**src/rtl/rcs_div_ctrl.sv**
```systemverilog
// Sequential restoring divider: one quotient bit per clock through a shared
// (WIDTH+1)-bit ripple-carry subtractor, with a start/busy/done handshake.
module rcs_div_ctrl #(
    parameter int unsigned WIDTH = 4
) (
    input  logic             clk,
    input  logic             rst,
    input  logic             start,
    input  logic [WIDTH-1:0] dividend,
    input  logic [WIDTH-1:0] divisor,
    output logic             busy,
    output logic             done,
    output logic [WIDTH-1:0] quotient,
    output logic [WIDTH-1:0] remainder,
    output logic             div_by_zero
);

    localparam int unsigned CW = $clog2(WIDTH + 1);

    typedef enum logic [1:0] {StIdle, StIter, StDone} state_t;

    state_t            state_q, state_d;
    logic [WIDTH-1:0]  a_q, a_d;
    logic [WIDTH-1:0]  d_q, d_d;
    logic [WIDTH-1:0]  r_q, r_d;
    logic [CW-1:0]     cnt_q, cnt_d;
    logic              dz_q, dz_d;
    logic              busy_q, busy_d;
    logic              done_q, done_d;
    logic [WIDTH-1:0]  quo_q, quo_d;
    logic [WIDTH-1:0]  rem_q, rem_d;
    logic              dzo_q, dzo_d;

    logic [WIDTH:0]    p;
    logic [WIDTH:0]    b_inv;
    logic [WIDTH+1:0]  c;
    logic [WIDTH-1:0]  diff;
    logic              carry;

    // Ripple-carry subtract P - {0,D}: P + ~{0,D} + 1; carry-out 1 means no borrow.
    always_comb begin
        p     = {r_q, a_q[WIDTH-1]};
        b_inv = ~{1'b0, d_q};
        c     = '0;
        diff  = '0;
        c[0]  = 1'b1;
        for (int unsigned i = 0; i <= WIDTH; i++) begin
            if (i < WIDTH) begin
                diff[i] = p[i] ^ b_inv[i] ^ c[i];
            end
            c[i+1] = (p[i] & b_inv[i]) | (c[i] & (p[i] ^ b_inv[i]));
        end
        carry = c[WIDTH+1];
    end

    always_comb begin
        state_d = state_q;
        a_d     = a_q;
        d_d     = d_q;
        r_d     = r_q;
        cnt_d   = cnt_q;
        dz_d    = dz_q;
        busy_d  = busy_q;
        done_d  = 1'b0;
        quo_d   = quo_q;
        rem_d   = rem_q;
        dzo_d   = dzo_q;
        unique case (state_q)
            StIdle: begin
                if (start) begin
                    a_d     = dividend;
                    d_d     = divisor;
                    r_d     = '0;
                    cnt_d   = '0;
                    dz_d    = (divisor == '0);
                    busy_d  = 1'b1;
                    state_d = StIter;
                end
            end
            StIter: begin
                r_d   = carry ? diff : p[WIDTH-1:0];
                a_d   = {a_q[WIDTH-2:0], carry};
                cnt_d = cnt_q + CW'(1);
                if (cnt_q == CW'(WIDTH - 1)) begin
                    quo_d   = a_d;
                    rem_d   = r_d;
                    dzo_d   = dz_q;
                    busy_d  = 1'b0;
                    done_d  = 1'b1;
                    state_d = StDone;
                end
            end
            StDone: begin
                state_d = StIdle;
            end
            default: begin
                state_d = StIdle;
            end
        endcase
    end

    always_ff @(posedge clk or posedge rst) begin
        if (rst) begin
            state_q <= StIdle;
            a_q     <= '0;
            d_q     <= '0;
            r_q     <= '0;
            cnt_q   <= '0;
            dz_q    <= 1'b0;
            busy_q  <= 1'b0;
            done_q  <= 1'b0;
            quo_q   <= '0;
            rem_q   <= '0;
            dzo_q   <= 1'b0;
        end else begin
            state_q <= state_d;
            a_q     <= a_d;
            d_q     <= d_d;
            r_q     <= r_d;
            cnt_q   <= cnt_d;
            dz_q    <= dz_d;
            busy_q  <= busy_d;
            done_q  <= done_d;
            quo_q   <= quo_d;
            rem_q   <= rem_d;
            dzo_q   <= dzo_d;
        end
    end

    assign busy        = busy_q;
    assign done        = done_q;
    assign quotient    = quo_q;
    assign remainder   = rem_q;
    assign div_by_zero = dzo_q;

endmodule

```
**config.mk**
```make
export PLATFORM = sky130hd
export DESIGN_NAME = rcs_div_ctrl
export DESIGN_NICKNAME = d
export VERILOG_FILES = /design/src/rtl/rcs_div_ctrl.sv
export SDC_FILE = /design/constraint.sdc
export NUM_CORES = 1
export LEC_CHECK = 0
export ABC_AREA = 1
export CAP_MARGIN = 30
export CORE_UTILIZATION = 25
export DETAILED_ROUTE_END_ITERATION = 10
export PLACE_DENSITY = 0.4
export SLEW_MARGIN = 30
export SYNTH_ARGS = -nofsm -noshare
export SYNTH_HDL_FRONTEND = slang
export SYNTH_SLANG_ARGS = --single-unit
```
**constraint.sdc**
```tcl
create_clock -name clk -period 2.7 [get_ports clk]
set_input_delay 0.27 -clock clk [delete_from_list [all_inputs] [get_ports clk]]
set_output_delay 0.27 -clock clk [all_outputs]
set_load 0.1 [all_outputs]
```
==> run notes, run 1 <==
Observations from the implementation run.

Outcome:
- The run finished with clean final reports.

Synth:
- The run gives the portion of synthesized cell area occupied by the leading cell type as 52.39%.
- For reference, the top cells by count after synthesis are 47 x nand2_1, 33 x nand3_1, 29 x dfrtp_1.
- The run gives the count of flip-flops with a built-in enable after synthesis as 0.
- Multiplexer cells account for 0% of the synthesized area.
- In the synthesized netlist, the dominant kind of combinational cell is simple AND/OR/NAND/NOR gates.
- The run puts the count of cell types in the netlist at 16.
- Of the total synthesized cell area, the portion taken by AND-OR and OR-AND cells is 4.065%.

Place:
- The run gives the number of instances in the placed design as 248.
- The run puts the post-placement cell area at 0.001639 sq mm.
- The run gives the placer's final routability congestion estimate as 0.7782.
- The run puts the HPWL after detailed placement at 2207 microns.
- Prior to clock tree synthesis, the placed netlist has a worst setup slack of 472.0 ps.
- The run gives the count of input and output buffers as 21.

Finish:
- Ranking logic cells in the layout by count gives the top entries 47 x nand2_1, 33 x nand3_1, 29 x dfrtp_1, 23 x inv_1, 12 x buf_4.
- In the final layout, excluding clock buffers the buffer count is 22.
- From synthesis to final layout, the design area changed by 24.57%.
- The most common logic cell in the final layout is nand2_1.
- The run puts the share of post-route cells with drive strength above 1 at 14.05%.
- For this run, the number of standard cells in the final layout without fillers is 255.
- The run gives the share of the final layout cell area in sequential cells as 42.06%.
- The run puts the final design instance area without fill at 0.001725 sq mm.
- The multi-input combinational cells in the finished layout cover a total of 545.5 sq um.
- The run gives the layout buffering overhead excluding clock cells as 11.02%.

Floorplan:
- The run puts the area of the die at 0.005842 sq mm.
- The run gives the number of rows created at floorplan as 26.
- The run gives the x dimension of the die as 76.44 microns.
- The run gives the area of the core as 0.005205 sq mm.
- According to the tapcell log, the count of inserted taps is 70.
- The share of the core area taken by cells at floorplan is 26.61%.
- The run gives the chip height as 76.44 microns.

Setup path:
- Along the worst path, the maximum fanout reaches 6.
- For the worst setup path, the data arrival time is 2400 ps.
- STA classifies the critical path endpoint as a register.
- The run puts the longest individual stage delay on the worst path at 390 ps.
- The critical path contains buffers and inverters numbering 3 combined.
- The run gives the critical path's slowest cell as fa_1.
- Across all register-to-register paths, the minimum setup slack is 460 ps.
- The critical path in this run is classified as reg2reg.
- The run gives the startpoint of the most critical setup path as a_q[3].

Drt:
- The run puts the remaining antenna violation count at 0.
- Dividing the detail-routed via count by the number of cells gives 4.282.
- TritonRoute reported its final design rule violation total as 0.

Clock network:
- Looking at the clock tree report, the maximum root-to-sink buffer count equals 2.
- The run gives the CTS tree as yes.
- The run gives the number of clock buffers inserted by TritonCTS as 5.
- Clock tree synthesis found a total of 29 sinks.
- The run puts the buffers inserted during post-CTS setup optimization at 0.
- The run puts the number of H-tree levels at 2.
- For this design, the CTS-stage hold fixing added 0 buffers.

GRT:
- The run puts the remaining global-route overflow at 0.
- The run gives the wire length of the first global-routing pass as 5602 microns.
- The run puts the largest net degree at the start of global routing at 30.
- The run puts the met2 layer usage reported by global route at 18.83%.
- The global router reports that the layer with the highest usage is met2.

Final timing:
- The run puts the final setup violation count at 0.
- The run gives the final worst-path cycle share as 83.01%.
- The run gives the time the worst path needs with I/O delays and setup as 2241 ps.
- The run gives the minimum setup slack in the final design as 458.8 ps.

Run:
- The run puts the max capacitance violation total at 0.
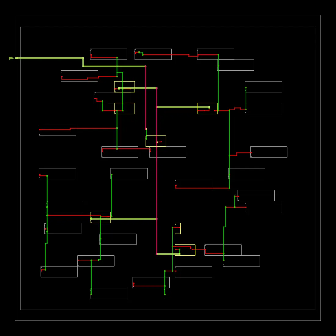
*Clock wiring as the flow saved it, run 1*
clock buffer instance count of the final layout: 7
clock skew after layout: 6.399 ps
Skew-Pair Late Insertion Delay: 280 ps

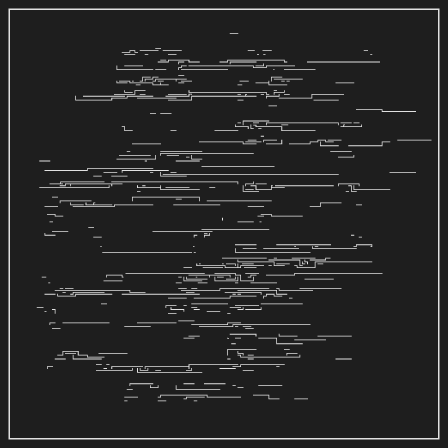
*The metal 1 layer, run 1*
share of all routed wire	47%
main direction	horizontal
wire length on this layer	1,440 microns
routed wire length: 3064 microns
global routing usage on met1: 15.88%

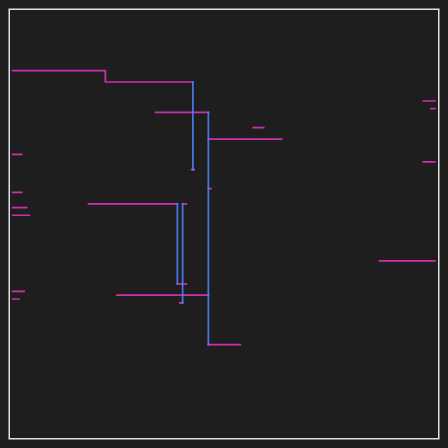
*Metal layers overlaid, run 1*
Only two layers are drawn.
color	layer	wire length
magenta	M3	126 microns
blue	M4	89.1 microns

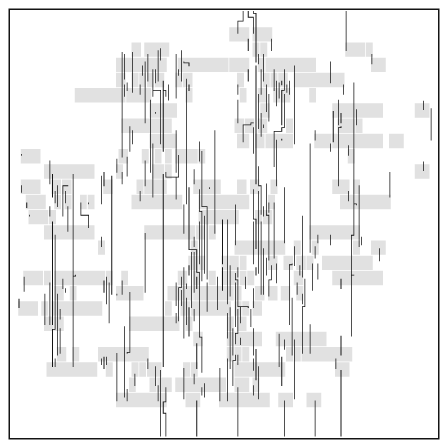
*M2 wires, run 1*
nets with wire on the layer	161
longest straight run	34.3 microns
wire length on this layer	1,410 microns
share of all routed wire	46%
main direction	vertical

==> inputs of run 2 (changes only) <==
Settings changed: PLACE_DENSITY 0.4 to 0.42.
Clock period 2.7 ns to 1.85 ns, I/O delays scaled along.
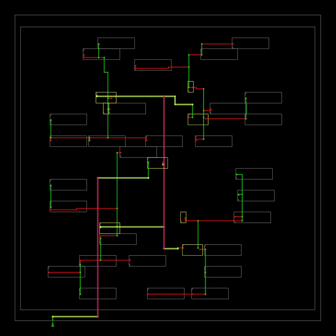
*Clock wiring as the flow saved it, run 2*
CTS Sinks: 29
total clock buffers created by CTS: 5
clock skew after layout: 1.530 ps
Seq cells: 29

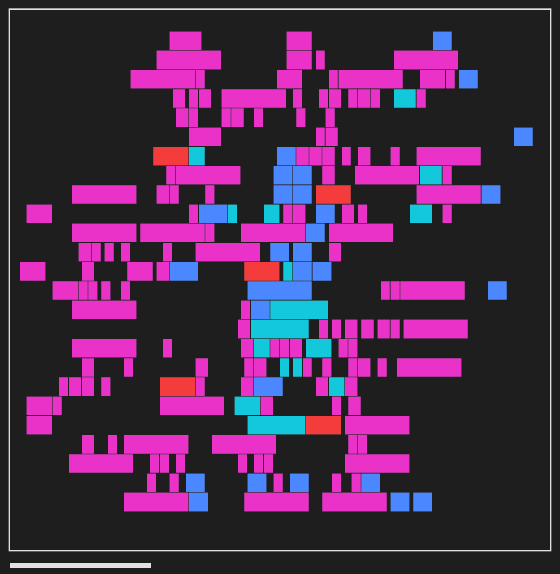
*Sizing map, run 2*
Scale bar: 20 microns.
color	size	cells
magenta	x1 and smaller	149
red	x6 and larger	5
cyan	x2	16
blue	x3 and x4	28
Worst Slack Setup Final: -216.1 ps
final cell area excluding filler cells: 0.001852 sq mm
area growth from synthesis to final layout: 33.69%
Plain + repair buffers: 34

==> run notes, run 2 <==
Observations from the implementation run.

Outcome:
- Outcome: finished, violations left (was finished, final reports clean).
- The checks that failed: setup timing.

Final timing:
- The time the worst path needs with I/O delays and setup was 2066 ps (was 2241 ps).
- The number of failing hold endpoints at the final stage is 0 (unchanged).
- RSZ-0062 raised after global routing: yes (was no).
- The final hold slack came to 274.5 ps (was 353.7 ps).
- The run puts the setup TNS after final layout at -1700 ps (was 0 ps).
- The run gives the final setup violation count as 10 (was 0).
- The max-slew violation count is 0 (unchanged).
- The run puts the final worst-path cycle share at 111.7% (was 83.01%).
- The timing-limited maximum frequency is 484.0 MHz (was 446.2 MHz).
- The transition time at the pin with the least slew margin is 405.7 ps (was 406.8 ps).
- The worst slew margin relative to its limit is 72.89% (was 72.82%).
- The run puts the minimum setup slack in the final design at -216.1 ps (was 458.8 ps).

Finish:
- Top cells excl fill/tap: 44 x nand2_1, 31 x nand3_1, 29 x dfrtp_1, 24 x buf_4, 20 x inv_1 (was 47 x nand2_1, 33 x nand3_1, 29 x dfrtp_1, 23 x inv_1, 12 x buf_4).
- The share of final layout cell area taken by clock buffers and inverters was 4.324% (was 5.004%).
- The run gives the most numerous logic cell after layout as nand2_1 (unchanged).
- The filler cell count in the final layout came to 554 (was 586).
- The run puts the number of non-clock inverters at 24 (unchanged).
- The run puts the combinational share of cell area at 31.76% (was 31.62%).
- The run gives the largest cell class by area as registers (unchanged).
- The run gives the number of logic gates as 103 (unchanged).
- The run puts the area taken by flip-flops and latches at 725.7 sq um (unchanged).
- The run gives the final-layout clock buffer total as 8 (was 7).
- The run gives the multi-input gate area in the final layout as 588.1 sq um (was 545.5 sq um).
- The run puts the net count reported at finish at 214 (was 202).
- The run puts the final antenna diode count at 0 (unchanged).
- The run gives the layout buffering overhead excluding clock cells as 15.14% (was 11.02%).
- The utilization after layout came to 35.58% (was 33.15%).
- The run puts the share of post-route cells with drive strength above 1 at 24.75% (was 14.05%).
- The run gives the non-filler instance count after layout as 268 (was 255).
- The run gives the share of the final layout cell area in sequential cells as 39.19% (was 42.06%).

Synth:
- The run puts the count of cell types in the netlist at 16 (unchanged).
- The run gives the gate count of the mapped netlist as 159 (unchanged).
- The run puts the Yosys warning count at 0 (unchanged).
- The commonest register cell after synthesis was dfrtp_1 (unchanged).
- The largest area contributor in the synthesized netlist is dfrtp_1 (unchanged).
- The synthesized-area fraction occupied by xor and xnor cells came to 0% (unchanged).
- The run gives the area figure in the yosys stat output as 0.001385 sq mm (unchanged).
- The run gives the mean instance size in the synthesized netlist as 8.711 sq um (unchanged).
- The run gives the cell total in the yosys stat output as 159 (unchanged).
- The run puts the area fraction in compound gates after synthesis at 4.065% (unchanged).
- The top logic cell family in the synthesized netlist is simple AND/OR/NAND/NOR gates (unchanged).
- The run gives the net count entering floorplan as 176 (unchanged).
- The run gives the number of synthesized register bits as 29 (unchanged).
- The run puts the cell area after synthesis at 0.001385 sq mm (unchanged).
- The count of flip-flops with a built-in enable after synthesis came to 0 (unchanged).
- The proportion of synthesized flip-flops having asynchronous set or reset is 100.0% (unchanged).
- The dominant cell by count in the synthesized netlist is nand2_1 (unchanged).
- The sequential share of the synthesized area is 52.39% (unchanged).
- The run gives the simple-gate share of the synthesized area as 28.27% (unchanged).
- The portion of synthesized cell area occupied by the leading cell type came to 52.39% (unchanged).
- The run gives the area fraction in mux cells as 0% (unchanged).
- Post-synth top cells: 47 x nand2_1, 33 x nand3_1, 29 x dfrtp_1 (unchanged).
- The run puts the adder and majority gate portion of the synthesized area at 7.046% (unchanged).
- Ranking of synthesized cells by area: dfrtp_1 52%, nand2_1 13%, nand3_1 12% (unchanged).

Drt:
- The wire length per cell after detailed routing is 11.65 microns (was 12.02 microns).
- The run gives the via count as 1,155 (was 1,092).
- The run gives the number of iterations in the first detailed-routing pass as 4 (unchanged).
- The top metal layer carrying routed signals is met4 (unchanged).
- The mean number of vias per cell was 4.310 (was 4.282).
- The run puts the DRC violation count after routing at 0 (unchanged).
- The run puts the detailed route wirelength on metal2 at 1502 microns (was 1411 microns).
- The routed length on met1 was 1411 microns (was 1437 microns).
- The DRC marker count from the first detailed-route iteration was 44 (was 45).
- The run puts the met3 wire length at 136 microns (was 126 microns).
- The run puts the remaining antenna violation count at 0 (unchanged).

Floorplan:
- The run gives the x dimension of the die as 76.44 microns (unchanged).
- The run puts the number of rows created at floorplan at 26 (unchanged).
- The run gives the chip height as 76.44 microns (unchanged).
- The floorplan utilization is 26.61% (unchanged).
- The number of well-tap cells placed was 70 (unchanged).
- The run gives the count of pins on the block boundary as 22 (unchanged).
- The run puts the area of the die at 0.005842 sq mm (unchanged).
- The area of the core came to 0.005205 sq mm (unchanged).

Setup path:
- The worst setup path endpoint was remainder[3] (was a_q[0]).
- The run puts the worst-case reg-to-reg path depth at 10 (unchanged).
- The run gives the origin of the critical flop-to-flop path as a_q[3] (unchanged).
- The run puts the required time at the endpoint of the critical path at 2070 ps (was 2860 ps).
- The maximum net fanout on the critical path was 2 (was 6).
- Critical-path cell list: inv_2 -> ha_4 -> inv_2 -> fa_2 -> fa_2 -> inv_2 -> fa_2 -> nand2_2 -> nand3_1 -> nand2_1 (was inv_1 -> ha_1 -> inv_1 -> fa_1 -> fa_1 -> inv_1 -> fa_1 -> nand2_1 -> nand2_1 -> nand3_1).
- The run puts the longest individual stage delay on the worst path at 430 ps (was 390 ps).
- The critical path's slowest cell is fa_2 (was fa_1).
- The run gives the critical path class as reg2reg (unchanged).
- The destination of the worst register-to-register timing path was remainder[3] (was a_q[0]).
- The minimum setup slack among reg-to-reg paths is -220 ps (was 460 ps).
- The run gives the startpoint of the most critical setup path as a_q[3] (unchanged).
- The startpoint class of the critical path was a register (unchanged).
- The run gives the number of buffer and inverter stages on the critical path as 3 (unchanged).
- The kind of cell with the highest combined delay on the critical path is adder cells (unchanged).
- The run gives the endpoint class of the critical path as a register (unchanged).
- The run puts the arrival time at the worst endpoint at 2280 ps (was 2400 ps).
- The run gives the instance count on the critical path as 10 (unchanged).

GRT:
- The run gives the highest-utilization routing layer at the global route stage as met2 (unchanged).
- The run puts the number of antenna violations at the first check in global routing at 0 (unchanged).
- The run gives the via count of the first global-routing pass as 1,239 (was 1,161).
- The run puts the overall routing resource usage at 12.75% (was 12.46%).
- The run gives the met3 track demand over resource as 3.952% (unchanged).
- The run gives the wire length of the first global-routing pass as 5733 microns (was 5602 microns).
- The run gives the largest net degree at the start of global routing as 30 (unchanged).
- The run puts the fraction of met1 tracks used by global routing at 15.26% (was 15.88%).
- The remaining global-route overflow is 0 (unchanged).

Clock network:
- The run gives the buffer levels on the longest clock path as 2 (unchanged).
- The run gives the quantity of gates resized following cts as 11 (was 0).
- The buffers inserted during post-CTS setup optimization is 10 (was 0).
- The run gives the master cell of the clock root buffer as clkbuf_8 (unchanged).
- The clock insertion delay at the later pin of the skew report was 280 ps (about the same).
- The run puts the number of H-tree levels at 2 (unchanged).
- The run gives the CTS tree as yes (unchanged).
- The run puts the CTS clock-pin slew for the worst setup and hold paths at 60 ps (was 70 ps).
- The run puts the number of hold-repair buffers added at the cts stage at 0 (unchanged).

Place:
- The run puts the placer's final routability congestion estimate at 0.7627 (was 0.7782).
- The run puts the HPWL after detailed placement at 2127 microns (was 2207 microns).
- The run gives the pre-CTS setup slack as -250.9 ps (was 472.0 ps).
- The count of input and output buffers came to 21 (unchanged).
- The run puts the post-placement cell area at 0.001659 sq mm (was 0.001639 sq mm).
- The run puts the number of instances in the placed design at 250 (was 248).

Worst hold path:
- The type of the worst min-delay path is in2async (unchanged).

Run:
- The run puts the max capacitance violation total at 0 (unchanged).
- The run puts the total number of warnings across the stage logs at 29 (was 26).
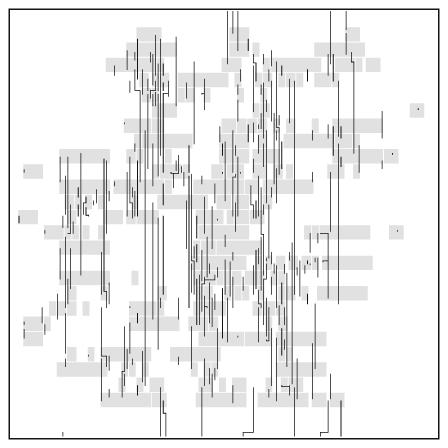
*M2 wires, run 2*
wire length on this layer	1,500 microns
longest straight run	45.6 microns
share of all routed wire	48%
nets with wire on the layer	178
main direction	vertical
met2 Usage GRT: 20.63%
routed wire length: 3123 microns

==> inputs of run 3 (changes only) <==
Settings changed: PLACE_DENSITY 0.42 to 0.4.
Clock period 1.85 ns to 2.03 ns, I/O delays scaled along.
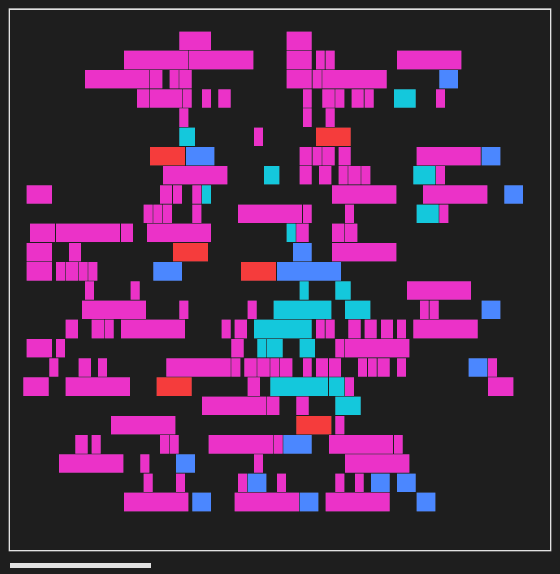
*Sizing map, run 3*
Scale bar: 20 microns.
final cell area excluding filler cells: 0.001780 sq mm
area growth from synthesis to final layout: 28.55%
Worst Slack Setup Final: -23.71 ps
Plain + repair buffers: 23

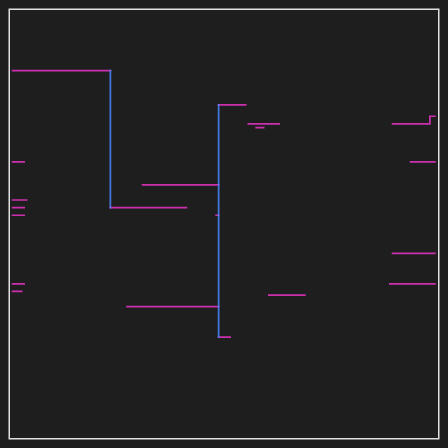
*Metal layers overlaid, run 3*
Only two layers are drawn.
routed wire length: 3008 microns
vias after detailed routing: 1,087
DR WL/cell: 11.75 microns

==> run notes, run 3 <==
Observations from the implementation run.

Finish:
- Top cells excl fill/tap: 42 x nand2_1, 31 x nand3_1, 29 x dfrtp_1, 20 x inv_1, 13 x buf_4 (was 44 x nand2_1, 31 x nand3_1, 29 x dfrtp_1, 24 x buf_4, 20 x inv_1).
- The filler cell count in the final layout came to 566 (was 554).
- The layout buffering overhead excluding clock cells was 11.10% (was 15.14%).
- The run puts the multi-input gate area in the final layout at 593.1 sq um (was 588.1 sq um).
- The run puts the final antenna diode count at 0 (unchanged).
- The utilization after layout is 34.21% (was 35.58%).
- The run gives the share of the final layout cell area in sequential cells as 40.76% (was 39.19%).
- The most numerous logic cell after layout was nand2_1 (unchanged).
- The run gives the final-layout clock buffer total as 7 (was 8).
- The run puts the share of final layout cell area taken by clock buffers and inverters at 4.849% (was 4.324%).
- The run puts the layout sequential cell count at 29 (unchanged).
- The non-filler instance count after layout was 256 (was 268).
- The number of logic gates is 103 (unchanged).
- The largest cell class by area was registers (unchanged).
- The combinational share of cell area came to 33.31% (was 31.76%).
- The net count reported at finish came to 203 (was 214).
- The run puts the area taken by flip-flops and latches at 725.7 sq um (unchanged).

Place:
- The run gives the post-placement cell area as 0.001649 sq mm (was 0.001659 sq mm).
- The run gives the placer's final routability congestion estimate as 0.7576 (was 0.7627).
- The run gives the HPWL after detailed placement as 2095 microns (was 2127 microns).
- The run gives the count of input and output buffers as 21 (unchanged).
- The pre-CTS setup slack came to -97.93 ps (was -250.9 ps).

Setup path:
- The minimum setup slack among reg-to-reg paths was -20 ps (was -220 ps).
- Critical-path cell list: inv_2 -> ha_4 -> inv_2 -> fa_2 -> fa_2 -> inv_2 -> fa_2 -> nand2_2 -> nand3_2 -> nand2_1 (was inv_2 -> ha_4 -> inv_2 -> fa_2 -> fa_2 -> inv_2 -> fa_2 -> nand2_2 -> nand3_1 -> nand2_1).
- The run gives the required time at the endpoint of the critical path as 2250 ps (was 2070 ps).
- The maximum net fanout on the critical path was 2 (unchanged).
- The run gives the arrival time at the worst endpoint as 2270 ps (was 2280 ps).
- The run gives the number of buffer and inverter stages on the critical path as 3 (unchanged).
- The worst-case reg-to-reg path depth was 10 (unchanged).
- The destination of the worst register-to-register timing path is remainder[3] (unchanged).
- The run puts the longest individual stage delay on the worst path at 430 ps (about the same).
- The endpoint class of the critical path was a register (unchanged).
- The kind of cell with the highest combined delay on the critical path is adder cells (unchanged).
- The critical path class was reg2reg (unchanged).
- The origin of the critical flop-to-flop path is a_q[3] (unchanged).
- The run gives the worst setup path endpoint as remainder[3] (unchanged).
- The run gives the instance count on the critical path as 10 (unchanged).

GRT:
- The run puts the largest net degree at the start of global routing at 30 (unchanged).
- The fraction of met1 tracks used by global routing was 14.73% (was 15.26%).
- The run gives the remaining global-route overflow as 0 (unchanged).
- The highest-utilization routing layer at the global route stage is met2 (unchanged).
- The wire length of the first global-routing pass came to 5188 microns (was 5733 microns).
- The run gives the met3 track demand over resource as 3.593% (was 3.952%).
- The run puts the overall routing resource usage at 11.73% (was 12.75%).
- The run gives the met2 layer usage reported by global route as 18.20% (was 20.63%).

Final timing:
- The run gives the max-slew violation count as 0 (unchanged).
- The run puts the worst slew margin relative to its limit at 71.17% (was 72.89%).
- The run puts the final setup violation count at 2 (was 10).
- The minimum setup slack in the final design is -23.71 ps (was -216.1 ps).
- The run puts the time the worst path needs with I/O delays and setup at 2054 ps (was 2066 ps).
- RSZ-0062 raised after global routing: yes (unchanged).
- The run puts the setup TNS after final layout at -40.24 ps (was -1700 ps).
- The run gives the final worst-path cycle share as 101.2% (was 111.7%).
- The run gives the transition time at the pin with the least slew margin as 431.4 ps (was 405.7 ps).
- The timing-limited maximum frequency is 486.9 MHz (was 484.0 MHz).
- The run puts the final hold slack at 303.6 ps (was 274.5 ps).

Synth:
- The run puts the area fraction in mux cells at 0% (unchanged).
- The gate count of the mapped netlist is 159 (unchanged).
- The run puts the area fraction in compound gates after synthesis at 4.065% (unchanged).
- The count of cell types in the netlist is 16 (unchanged).
- The run gives the commonest register cell after synthesis as dfrtp_1 (unchanged).
- The run puts the mean instance size in the synthesized netlist at 8.711 sq um (unchanged).
- The run puts the net count entering floorplan at 176 (unchanged).
- The top logic cell family in the synthesized netlist is simple AND/OR/NAND/NOR gates (unchanged).
- Post-synth top cells: 47 x nand2_1, 33 x nand3_1, 29 x dfrtp_1 (unchanged).
- The count of flip-flops with a built-in enable after synthesis was 0 (unchanged).
- The run gives the sequential share of the synthesized area as 52.39% (unchanged).
- The run gives the area figure in the yosys stat output as 0.001385 sq mm (unchanged).
- The portion of synthesized cell area occupied by the leading cell type was 52.39% (unchanged).
- The run puts the cell total in the yosys stat output at 159 (unchanged).
- The run puts the number of synthesized register bits at 29 (unchanged).
- The run gives the largest area contributor in the synthesized netlist as dfrtp_1 (unchanged).
- The dominant cell by count in the synthesized netlist was nand2_1 (unchanged).
- The synthesized-area fraction occupied by xor and xnor cells was 0% (unchanged).
- The simple-gate share of the synthesized area came to 28.27% (unchanged).

Run:
- The run gives the total number of warnings across the stage logs as 28 (was 29).
- The run puts the max capacitance violation total at 0 (unchanged).

Clock network:
- The run puts the clock insertion delay at the later pin of the skew report at 280 ps (about the same).
- The master cell of the clock root buffer was clkbuf_8 (unchanged).
- The buffers inserted during post-CTS setup optimization was 0 (was 10).
- The run puts the number of hold-repair buffers added at the cts stage at 0 (unchanged).
- The CTS tree was yes (unchanged).
- The run gives the buffer levels on the longest clock path as 2 (unchanged).
- The number of H-tree levels is 2 (unchanged).
- The CTS clock-pin slew for the worst setup and hold paths was 60 ps (about the same).
- The run puts the total number of clock tree sinks at 29 (unchanged).
- The quantity of gates resized following cts is 10 (was 11).
- The run puts the number of clock buffers inserted by TritonCTS at 5 (unchanged).

Drt:
- The routed length on met1 came to 1459 microns (was 1411 microns).
- The run gives the DRC marker count from the first detailed-route iteration as 48 (was 44).
- The run gives the top metal layer carrying routed signals as met4 (unchanged).
- The met3 wire length was 122 microns (was 136 microns).
- The run puts the number of iterations in the first detailed-routing pass at 4 (unchanged).
- The DRC violation count after routing was 0 (unchanged).
- The run gives the mean number of vias per cell as 4.246 (was 4.310).
- The run gives the remaining antenna violation count as 0 (unchanged).

Worst hold path:
- The type of the worst min-delay path was in2async (unchanged).

Floorplan:
- The run puts the chip height at 76.44 microns (unchanged).
- The run puts the x dimension of the die at 76.44 microns (unchanged).
- The run puts the floorplan utilization at 26.61% (unchanged).
- The run puts the area of the core at 0.005205 sq mm (unchanged).
- The run puts the number of well-tap cells placed at 70 (unchanged).
- The run gives the area of the die as 0.005842 sq mm (unchanged).
- The run gives the number of rows created at floorplan as 26 (unchanged).

Outcome:
- Violations in the final reports: setup timing (unchanged).
- Outcome: finished, violations left (unchanged).
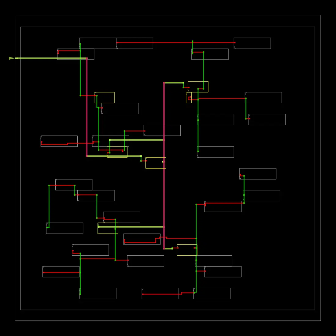
*Clock wiring as the flow saved it, run 3*
clock skew after layout: 3.145 ps

